Figure 1. Gate-type map (run 1).
Drawn at 4 px/um.
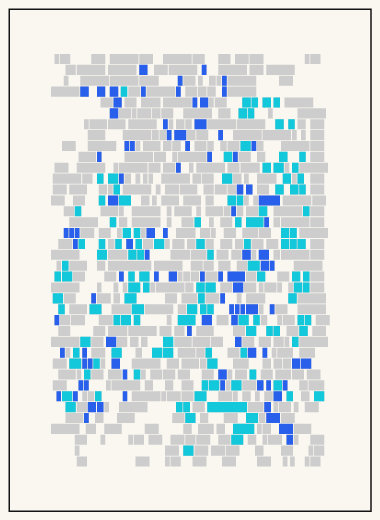
Figure 2. Cell density map (run 1).
Drawn at 2 px/um. The die is cut into 9 by 13 equal tiles; dark purple is low, yellow is high, 0 to 100% covered.
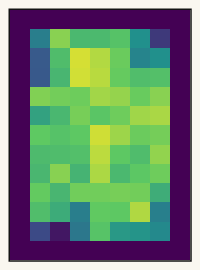
Figure 3. Sequential cells grouped by signal name (run 1).
Drawn at 3 px/um.
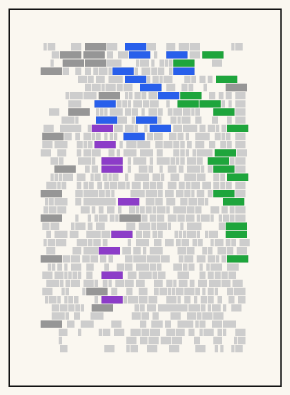
==> config.mk <==
export PLATFORM = sky130hd
export DESIGN_NAME = rpm_error_gen_flat
export DESIGN_NICKNAME = d
export VERILOG_FILES = /design/src/rtl/pi_loop_pkg.sv /design/src/rtl/rpm_error_gen_if.sv /design/src/rtl/rpm_error_gen_quad_decoder.sv /design/src/rtl/rpm_error_gen.sv /design/src/flat_wrapper.sv
export SDC_FILE = /design/constraint.sdc
export NUM_CORES = 1
export LEC_CHECK = 0
export CORE_ASPECT_RATIO = 1.5
export CORE_MARGIN = 10
export CORE_UTILIZATION = 60
export DETAILED_ROUTE_END_ITERATION = 8
export GPL_TIMING_DRIVEN = 0
export PLACE_DENSITY = 0.86
export SETUP_SLACK_MARGIN = 0.3
export SYNTH_ARGS = -nofsm -noshare
export SYNTH_HDL_FRONTEND = slang
export SYNTH_SLANG_ARGS = --single-unit
==> constraint.sdc <==
create_clock -name clk -period 13.83 [get_ports clk]
set_clock_uncertainty 0.1 [all_clocks]
set_input_delay 4.149 -clock clk [delete_from_list [all_inputs] [get_ports clk]]
set_output_delay 4.149 -clock clk [all_outputs]
set_load 0.05 [all_outputs]
==> out/qor.csv, run 1 <==
metric,value,unit
status,"finished, final reports clean",
tightest_slew,0.634,ns
layout-drive-gt1-share,6.80,%
cp-end-kind,flop,
grt_pass1_vias,4350,
synthFlopType,dfxtp_1,
antenna_found_initial,0,
top_cell_area_share,25.8,%
r2r_cells,20,
clkTransAtPathRegs,0.07,ns
clockBufferDepth,2,
ir_drop,0.0000972,V
cp_max_fo,10,
static-leakage-power,1.97,nW
netlist_instances,550,
whs_path_depth,1,
viasPerCell,5.99,
seq_area_frac_synth,25.8,%
die_w,90.1,um
die_h,125,um
drc,0,
synthTopCellsByArea,"dfxtp_1, xnor2_1, ha_1",
vias,4304,
largest_reg_flops,17,
cts_resized,0,
worstSkewPairLatency,0.34,ns
top_area_cell,dfxtp_1,
cts-root-buf,clkbuf_8,
cts.sinks,57,
antenna_left,0,
gp_congestion,0.938,
relSlewSlack,57.4,%
synthToLayoutAreaGrowth,18.2,%
fin_setup_tns,0,ns
synth_flops,57,
hold_ws,0.339,ns
grt_start_max_net_pins,11,
grt_first_pass_wirelength,19600,um
ys_area,4420,um^2
preCtsSetupSlack,4.35,ns
postCtsSetupRepairBufs,0,
max_stage_delay,0.64,ns
dr.first_iter.drc_count,262,
tool_warnings,28,
path_depth,19,
path_buffers,5,
fin_crit_sh,66.9,%
avgRoutedWirePerCell,16.4,um
fmax,108,MHz
cp_cell_sequence,"clkdlybuf4s50_1, inv_1, ha_1, nand2b_1, clkbuf_1, o41ai_1, xnor2_1, ha_1, clkbuf_1, o21a_1, o221a_2, o2111a_1, a211oi_2, xor2_1, buf_4, a2111oi_0, o22ai_1, nor4b_2, a31oi_1",
cts_tree,yes,
antennaDiodeCount,0,
critical_path_class,input pin to flop,
syn_area_per_cell,8.04,um^2
fin_ws,4.58,ns
dr.pass1.iters,5,
ys_types,71,
portBuffers,46,
arrival,9.37,ns
ys_top_cells_by_count,"dfxtp_1, nor2_1, xnor2_1, o21ai_0, nand2_1",
fin_nets,661,
yosys-stat-cells,550,
postCtsHoldBufs,0,
yosysWarnings,0,
r2r_slack,8.70,ns
grt.overflow.total,0,
dp_hpwl,9160,um
cts_buffers,9,
h-tree-depth,3,
drv_slew,0,
p_per_area,95.0,nW/um^2
synthesis.area,4420,um^2
edf_count,0,
min_period,9.25,ns
wirelength,11700,um
maxCapViolCount,0,
dieArea,11300,um^2
rows,38,
dp.cells,703,
async_flop_share,0,%
synth_top_cell_by_count,dfxtp_1,
critPathTopFamily,AND-OR/OR-AND gates,
## Picture notes: Figure 1
colour	family	cells	most used
blue	nor cells	94	nor2_1
cyan	aoi and oai cells	124	o21ai_0
Post-Layout Cell Count: 718
Comb area share: 58.5%
Commonest Layout Cell: dfxtp_1

## Picture notes: Figure 2
tiles over 75% full	29%
nearly empty tiles	34%
densest ninth of the die	centre
fullest tile	94%
mean over tiles	45%
total core area: 7230 um^2
Core Util at FP: 61.2%
Final Util: 72.3%

## Picture notes: Figure 3
colour	signal	sequential cells
blue	u_core.win	13
green	u_core.bus.Error_k	17
purple	u_core.bus.Speed_k	9
not coloured	18
Seq. pwr: 0.170 mW
storage element area: 1140 um^2
sequential share of cell area: 21.8%

[run 1: through the flow]
stage               cell area (um^2)  power, mW
floorplan                       4450      0.300
global placement                5030      0.336
detailed placement              5030      0.339
CTS                             5230      0.495
global route                    5230      0.521
finish                          5230      0.497
[run 1: power by group]
group	switching [mW]	total, mW	internal (mW)
registers	0.00175	0.170	0.168
clock network	0.0695	0.156	0.0866
logic	0.106	0.171	0.0654
[run 1: metal layers]
layer | share of wire, % | wire length [um] | GRT usage [%] | up-vias
li1 | - | - | - | 2106
met1 | 36 | 4210 | 18.8 | 2019
met2 | 55 | 6500 | 39.5 | 134
met3 | 3.8 | 446 | 3.65 | 45
met4 | 5.0 | 592 | 13.1 | 0
met5 | 0 | 0 | 0 | -
[run 1: logic make-up after synthesis]
logic type	count (synthesis)	share of synthesized area, %
buffers and inverters	52	5.58
AND/OR/NAND/NOR	192	23.0
adder cells (fa/ha/maj)	29	8.15
AND-OR/OR-AND	145	22.5
XOR/XNOR	68	13.5
multiplexers	6	1.42
flip-flops	57	25.8
other	1	0.0848
[run 1: layout make-up]
type / instances / area (um^2)
Buffer: 36 / 186
Clock buffer: 10 / 138
Clock inverter: 5 / 56.3
Fill cell: 613 / 2000
Inverter: 16 / 60.1
Multi-Input combinational cell: 448 / 3060
Sequential cell: 57 / 1140
Tap cell: 100 / 125
Timing Repair Buffer: 46 / 460
--- run 2 (diff from run 1) ---
CORE_UTILIZATION = 51   (was 60)
PLACE_DENSITY = 0.78   (was 0.86)
clock period = 7.98 ns   (was 13.83 ns; I/O delays follow)
Figure 4. Gate-type map (run 2).
Drawn at 4 px/um.
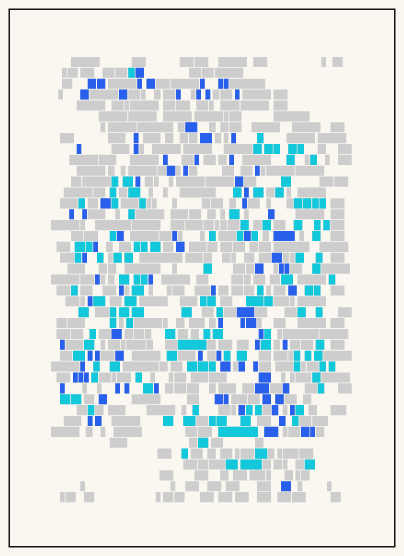
colour	family	cells	most used
blue	nor cells	94	nor2_1
cyan	aoi and oai cells	124	o21ai_0
Comb area share: 57.2%
Post-Layout Cell Count: 726

==> run 2 against run 1 <==
Area after synthesis unchanged. Die area up 14%. Combinational power up 72%. Worst hold slack better by 0.015 ns. Wire length down 0.14%. Non-clock buffer count unchanged. Register-to-register slack worse by 5.9 ns. Critical path type unchanged.
==> out/qor.csv, run 2 <==
metric,value,unit
status,"finished, final reports clean",
viasPerCell,5.92,
gp_congestion,0.898,
rows,41,
antenna_found_initial,0,
worstSkewPairLatency,0.34,ns
p_per_area,184,nW/um^2
met1_usage,16.8,%
synth_flops,57,
io_pins,58,
cts.sinks,57,
min_period,7.42,ns
fin_setup_tns,0,ns
h-tree-depth,3,
critical_path_class,input pin to flop,
clockBufferDepth,2,
cts_buffers,9,
fin_crit_sh,92.9,%
r2r_cells,20,
initial_utilization,52.5,%
synthToLayoutAreaGrowth,21.2,%
cts-root-buf,clkbuf_16,
hold_ws,0.354,ns
final_common_cell,dfxtp_1,
finalSetupViolations,0,
dr.first_iter.drc_count,224,
ys_types,71,
edf_count,0,
ys_top_cells_by_count,"dfxtp_1, nor2_1, xnor2_1, o21ai_0, nand2_1",
critPathLaunchType,input pin,
drc,0,
arrival,7.53,ns
busiest_layer,met2,
antenna_left,0,
finalHoldViolCount,0,
dr.pass1.iters,5,
preCtsSetupSlack,0.325,ns
dieArea,12900,um^2
grt_pass1_vias,4349,
yosysWarnings,0,
synthesis.area,4420,um^2
grtUsageTotal,18.4,%
avgRoutedWirePerCell,16.2,um
use_met2,35.0,%
cp_max_fo,10,
dp_hpwl,9210,um
synthFlopType,dfxtp_1,
static-leakage-power,2.03,nW
yosys-stat-cells,550,
grt_first_pass_wirelength,19300,um
grt_util_met3,4.53,%
core,8410,um^2
layout_top_cells,"dfxtp_1, nor2_1, clkdlybuf4s50_1",
fin_ws,0.564,ns
relSlewSlack,55.0,%
die_h,134,um
ir_drop,0.000151,V
antennaDiodeCount,0,
cts_resized,0,
synthTopCellsByArea,"dfxtp_1, xnor2_1, ha_1",
grt_start_max_net_pins,11,
postPlaceCellArea,5040,um^2
layout-drive-gt1-share,6.95,%
fmax,135,MHz
wirelength,11700,um
ys_area,4420,um^2
cp-end-kind,flop,
final_cell_area,5360,um^2
cts_tree,yes,
netlist_instances,550,
tool_warnings,28,
synth_top_cell_by_count,dfxtp_1,
postCtsSetupRepairBufs,0,
grt.overflow.total,0,
rsz0062_at_grt,false,
top_area_cell,dfxtp_1,
tightest_slew,0.670,ns
async_flop_share,0,%
portBuffers,46,
required,8.09,ns
fin_nets,661,
maxCapViolCount,0,
hold_path.class,flop to flop,
top_cell_area_share,25.8,%
r2r_slack,2.81,ns
whs_path_depth,1,
vias,4296,
drv_slew,0,
syn_area_per_cell,8.04,um^2
clkTransAtPathRegs,0.05,ns
largest_reg_flops,17,
die_w,96.0,um
postCtsHoldBufs,0,
seq_area_frac_synth,25.8,%
==> run 2: metrics by stage <==
step	util [%]	total power [mW]	cells
2_1_floorplan	-	0.520	557
3_3_place_gp	59.9	0.580	710
3_5_place_dp	59.9	0.587	710
4_1_cts	63.6	0.980	726
5_1_grt	63.7	1.03	726
6_report	63.7	0.986	726
==> run 2: logic make-up after synthesis <==
group           after synthesis  synth area share, %
buf+inv                      52                 5.58
mux                           6                 1.42
xor+xnor                     68                 13.5
other cells                   1               0.0848
fa+ha+maj                    29                 8.15
flops                        57                 25.8
compound gates              145                 22.5
simple gates                192                 23.0
==> run 2: area by class of cell <==
cell class,count,area [um^2]
repair buffers,46,460
flip-flops and latches,57,1140
plain buffers,36,188
multi-input cells,448,3070
clock inverters,4,51.3
well taps,107,134
clock buffers,12,256
inverters,16,60.1
fillers,766,3060
==> run 2: routing by layer <==
| layer | vias up | part of all wire [%] | routed length (um) |
|---|---|---|---|
| li1 | 2115 | - | - |
| met1 | 2006 | 36 | 4220 |
| met2 | 129 | 55 | 6400 |
| met3 | 46 | 5.3 | 618 |
| met4 | 0 | 4.2 | 491 |
| met5 | - | 0 | 0 |
==> run 2: where the power goes <==
group / total (mW) / internal, mW / switching, mW / leakage (nW)
Sequential: 0.295 / 0.292 / 0.00317 / 0.461
Clock: 0.397 / 0.258 / 0.139 / 0.149
Combinational: 0.294 / 0.113 / 0.181 / 1.42
==> run 2: worst max-delay path: stages <==
cell	delay, ns
clkdlybuf4s50_1	0.48
or3_1	0.42
buf_6	0.15
or2_2	0.31
or3_1	0.36
o41ai_1	0.40
xnor2_1	0.13
ha_1	0.40
and3_1	0.25
and3_1	0.18
a211oi_1	0.45
a211oi_4	0.17
xor2_1	0.21
buf_4	0.20
a2111oi_0	0.43
o22ai_1	0.18
nor4b_2	0.31
a31oi_1	0.11
Power and IR drop assume default switching activity.
